**config.mk**
```make
export PLATFORM = sky130hd
export DESIGN_NAME = gonso_color_fifo
export DESIGN_NICKNAME = d
export VERILOG_FILES = /design/src/rtl/gonso_color_fifo.sv
export SDC_FILE = /design/constraint.sdc
export NUM_CORES = 1
export LEC_CHECK = 0
export CAP_MARGIN = 30
export CORE_MARGIN = 2
export CORE_UTILIZATION = 45
export CTS_CLUSTER_SIZE = 8
export DETAILED_ROUTE_END_ITERATION = 12
export PLACE_DENSITY = 0.74
export SYNTH_ARGS = -nofsm -noshare
export SYNTH_HDL_FRONTEND = slang
export SYNTH_SLANG_ARGS = --single-unit
```
**constraint.sdc**
```tcl
create_clock -name clk -period 3.4 [get_ports clk]
set_clock_uncertainty 0.2 [all_clocks]
set_input_delay 0.51 -clock clk [delete_from_list [all_inputs] [get_ports clk]]
set_output_delay 0.51 -clock clk [all_outputs]
set_load 0.01 [all_outputs]
```
**src/rtl/gonso_color_fifo.sv**
```systemverilog
// rtl/gonso_color_fifo.sv - color sample FIFO drained over Wishbone
// Captures 8-bit color samples; DATA/STATUS/CTRL registers plus threshold interrupt.
module gonso_color_fifo #(
  parameter int          DEPTH     = 8,
  parameter logic [31:0] BASE_ADDR = 32'h30030010
) (
  input  logic        clk,
  input  logic        rst_n,
  input  logic        wbs_cyc_i,
  input  logic        wbs_stb_i,
  input  logic [31:0] wishbone_address,
  input  logic        wbs_we_i,
  input  logic [31:0] wbs_dat_i,
  input  logic [3:0]  wbs_sel_i,
  output logic [31:0] wbs_dat_o,
  output logic        wbs_ack_o,
  input  logic [7:0]  color_i,
  input  logic        color_valid_i,
  output logic        irq_o
);
  localparam int AW = (DEPTH > 1) ? $clog2(DEPTH) : 1;
  localparam int CW = AW + 1;
  localparam logic [CW-1:0] FULL_COUNT = CW'(DEPTH);

  logic [7:0]    mem [DEPTH];
  logic [AW-1:0] wptr, rptr;
  logic [CW-1:0] count;
  logic          ovf, en;
  logic [7:0]    thresh;

  logic req, hit_data, hit_stat, hit_ctrl;
  logic full, empty, pop_now, push_try, push_now, ovf_event, flush_now, ovf_clr;
  logic [31:0] rd_data;
  logic unused_ok;

  assign req      = wbs_cyc_i && wbs_stb_i && !wbs_ack_o;
  assign hit_data = (wishbone_address == BASE_ADDR);
  assign hit_stat = (wishbone_address == BASE_ADDR + 32'd4);
  assign hit_ctrl = (wishbone_address == BASE_ADDR + 32'd8);

  assign full  = (count == FULL_COUNT);
  assign empty = (count == '0);

  assign pop_now   = req && !wbs_we_i && hit_data && !empty;
  assign flush_now = req && wbs_we_i && hit_ctrl && wbs_sel_i[1] && wbs_dat_i[9];
  assign ovf_clr   = req && wbs_we_i && hit_stat && wbs_sel_i[2] && wbs_dat_i[16];
  // A pop in the same cycle frees the slot, so a full FIFO can still accept.
  assign push_try  = color_valid_i && en && !flush_now;
  assign push_now  = push_try && (!full || pop_now);
  assign ovf_event = push_try && full && !pop_now;

  assign irq_o = en && (thresh != 8'd0) &&
                 ({{(9-CW){1'b0}}, count} >= {1'b0, thresh});

  assign unused_ok = ^{wbs_sel_i[3], wbs_dat_i[31:17], wbs_dat_i[15:10]};

  always_comb begin
    rd_data = 32'd0;
    if (!wbs_we_i) begin
      if (hit_data && !empty)
        rd_data = {23'd0, 1'b1, mem[rptr]};
      else if (hit_stat)
        rd_data = {15'd0, ovf, 6'd0, empty, full, 8'(count)};
      else if (hit_ctrl)
        rd_data = {23'd0, en, thresh};
    end
  end

  always_ff @(posedge clk) begin
    if (push_now)
      mem[wptr] <= color_i;
  end

  always_ff @(posedge clk or negedge rst_n) begin
    if (!rst_n) begin
      wptr      <= '0;
      rptr      <= '0;
      count     <= '0;
      ovf       <= 1'b0;
      en        <= 1'b0;
      thresh    <= 8'd1;
      wbs_ack_o <= 1'b0;
      wbs_dat_o <= 32'd0;
    end else begin
      wbs_ack_o <= req;
      if (req)
        wbs_dat_o <= rd_data;

      if (flush_now) begin
        wptr  <= '0;
        rptr  <= '0;
        count <= '0;
      end else begin
        if (push_now) wptr <= wptr + AW'(1);
        if (pop_now)  rptr <= rptr + AW'(1);
        if (push_now && !pop_now)      count <= count + CW'(1);
        else if (pop_now && !push_now) count <= count - CW'(1);
      end

      if (ovf_event)    ovf <= 1'b1;
      else if (ovf_clr) ovf <= 1'b0;

      if (req && wbs_we_i && hit_ctrl) begin
        if (wbs_sel_i[0]) thresh <= wbs_dat_i[7:0];
        if (wbs_sel_i[1]) en     <= wbs_dat_i[8];
      end
    end
  end
endmodule

```
Figure 1. Placed cells, one colour a class (run 1).
Fill, decap, tap and diode cells in grey.
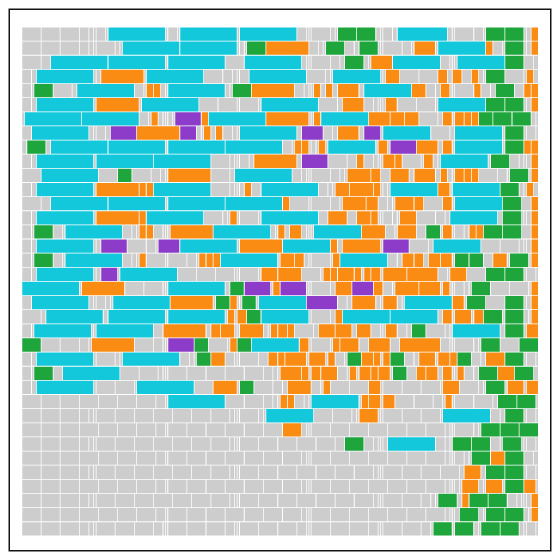
combinational and other logic -> orange  # cells 218
remaining buffers and delay cells -> green  # cells 90
sequential cells -> cyan  # cells 96
clock drivers and dummy loads -> purple  # cells 16

Figure 2. Wiring by layer (run 1).
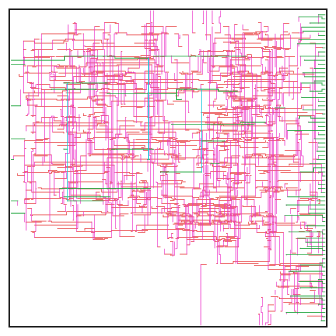
metal 4 -> cyan  # wire length 99.3 µm
metal 3 -> green  # wire length 698 µm
metal 2 -> magenta  # wire length 4440 µm
metal 1 -> red  # wire length 3910 µm

Figure 3. Cell placement (run 1).
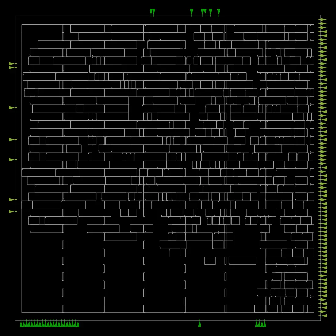
number of standard-cell rows in the floorplan: 36
TAP cells: 133

==> results.toml, run 1 <==
# synthesis and place-and-route metrics
[global_routing]
grt-ovfl-total = 0
grt_use_met3 = 0.05263
grt_pass1_wl_um = 15190
grt_util_met2 = 0.3134

[floorplan]
die_footprint_um2 = 10800
initial_utilization = 0.4617
dieWidth_um = 103.9

[final_timing]
rsz_0062_raised_after_global_routing = "no"
setup_viol = 0
worst_slack_ns = 0.2352

[routing]
drt.antenna.violating_nets = 0
route.top_layer_used = "met4"
met2WireLength_um = 4439
met1_length_um = 3912

[clock_network]
cts_repair_resize_count = 0
post-cts-setup-buffers = 0
cts_max_path_buffers = 2

[outcome]
run_status = "complete, no violations"

[power]
switchingPower_mw = 0.4920
power_mw = 2.101
power.share.switching = 0.2342
sequentialPowerShare = 0.594
intPower_mw = 1.609

[setup_path]
crit_path_frequent_cell = "sky130_fd_sc_hd__a21o_1"
crit_arrival_ns = 2.45
timing.critical_path.slowest_cell_delay_ns = 0.49
startpoint_type = "flip-flop"
worst_endpoint_required_time_ns = 2.69
crit_end = "irq_o"
critical_path.endpoint_type = "output pin"
timing.rr.start = "count[1]"

[min_path]
timing.hold.worst_path_depth = 1

[placement]
dp_cells = 537

[layout]
area_of_the_multi_input_gates_um2 = 1592
drive_above_1_share = 0.1619

[logic_synthesis]
synthFlopType = "sky130_fd_sc_hd__edfxtp_1"
top_area_frac = 0.4279
total_cells_reported_by_yosys_after_synthesis = 329
ys_sh_simple = 0.1259
run 1: registers in the layout (all words and copies together), names as in the netlist:
name       cells
thresh         8
mem           64
count          4
ovf            1
wbs_ack_o      1
rptr           3
wptr           3
en             1
wbs_dat_o     11
run 1: power groups by stage:
stage / logic [mW] / clock network, mW / registers [mW]
floorplan: 0.0383 / 0 / 1.27
global placement: 0.115 / 0 / 1.27
detailed placement: 0.116 / 0 / 1.27
CTS: 0.116 / 0.755 / 1.25
global route: 0.125 / 0.803 / 1.25
finish: 0.116 / 0.738 / 1.25
run 1: layout make-up:
cell class | count | area share
clock inverter | 7 | 0.01371
inverter | 8 | 0.005393
multi-input combinational | 210 | 0.2858
sequential | 96 | 0.4892
clock buffer | 9 | 0.02225
tap | 133 | 0.02989
timing repair buffer | 90 | 0.1537
Figure 4. Clock distribution (run 1).
Scale bar: 20 µm.
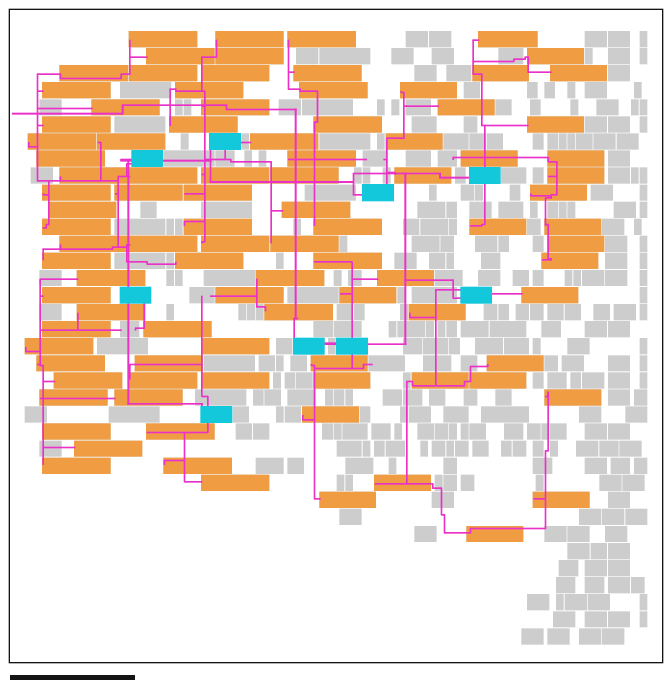

==> inputs of run 2 (changes only) <==
Clock period 3.4 ns to 3.5 ns, I/O delays scaled along.
Figure 5. Clock distribution (run 2).
Scale bar: 20 µm.
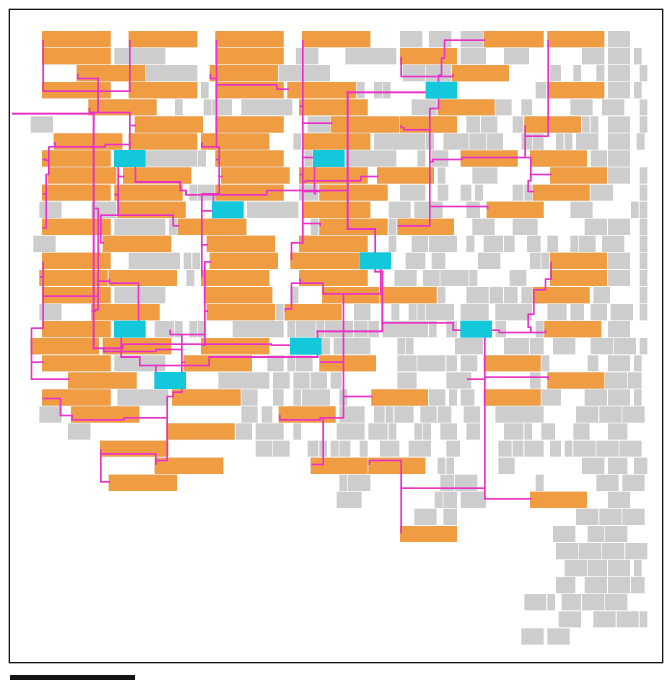
flip-flops -> orange  # count 96
clock drivers -> cyan  # count 9
clock wires -> magenta  # length 980 µm
routed clock nets = 10

Figure 6. Placed cells, one colour a class (run 2).
Fill, decap, tap and diode cells in grey.
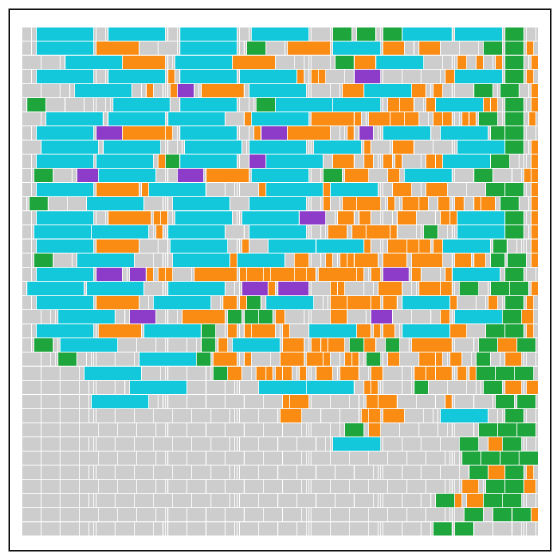
clock drivers and dummy loads -> purple  # cells 16
combinational and other logic -> orange  # cells 218
remaining buffers and delay cells -> green  # cells 90
sequential cells -> cyan  # cells 96

Figure 7. Cell placement (run 2).
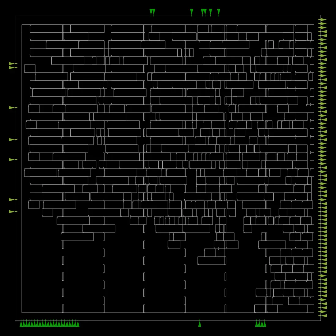
layout sequential cell count: 96
utilization of the core after routing: 0.5719
fraction of area in registers: 0.4895
core area: 9729 µm²

==> run 2 against run 1 <==
  * Highest routed layer unchanged
  * Sequential power decreased by 3%
  * Total power fell by 3.7%
  * Largest cell class unchanged
  * Utilization is essentially flat
  * Flip-flop count unchanged
  * Critical endpoint unchanged
  * Wire length grew 0.42%
  * Synthesized area unchanged
==> results.toml, run 2 <==
# synthesis and place-and-route metrics
[setup_path]
critical_path.endpoint_type = "output pin"
crit_arrival_ns = 2.45

[layout]
layout.cells.largest_class = "registers"
largest_reg_flops = 64
comb-cell-share = 0.2860
drive_above_1_share = 0.1619
clock_buffer_count = 9

[clock_network]
cts_repair_resize_count = 0

[global_routing]
grt-ovfl-total = 0

[final_timing]
worst_slack_ns = 0.3288
setup_viol = 0
rsz_0062_raised_after_global_routing = "no"

[power]
intPower_mw = 1.558
power.share.switching = 0.2298
power.clock.total_mw = 0.699
sequentialPower_mw = 1.21

[outcome]
run_status = "complete, no violations"

[floorplan]
initial_utilization = 0.4617

[logic_synthesis]
synthFlopType = "sky130_fd_sc_hd__edfxtp_1"

[routing]
met2WireLength_um = 4643
route.top_layer_used = "met4"
==> run 2: worst max-delay path, stage by stage (launching register included) <==
cell and delay [ns]:
sky130_fd_sc_hd__dfrtp_1 0.46, sky130_fd_sc_hd__inv_1 0.13, sky130_fd_sc_hd__ha_1 0.31, sky130_fd_sc_hd__nand2b_1 0.14
sky130_fd_sc_hd__a21o_1 0.17, sky130_fd_sc_hd__a21o_1 0.18, sky130_fd_sc_hd__a21oi_1 0.14, sky130_fd_sc_hd__nor3_1 0.08
sky130_fd_sc_hd__clkdlybuf4s50_1 0.49
==> run 2: layer usage <==
metal / global-route usage / up-vias
li1: - / 1369
met5: 0 / -
met2: 0.3214 / 109
met1: 0.2084 / 1408
met3: 0.05827 / 9
met4: 0.04537 / 0
No activity file was given, so power comes from the tool's default toggle rates.
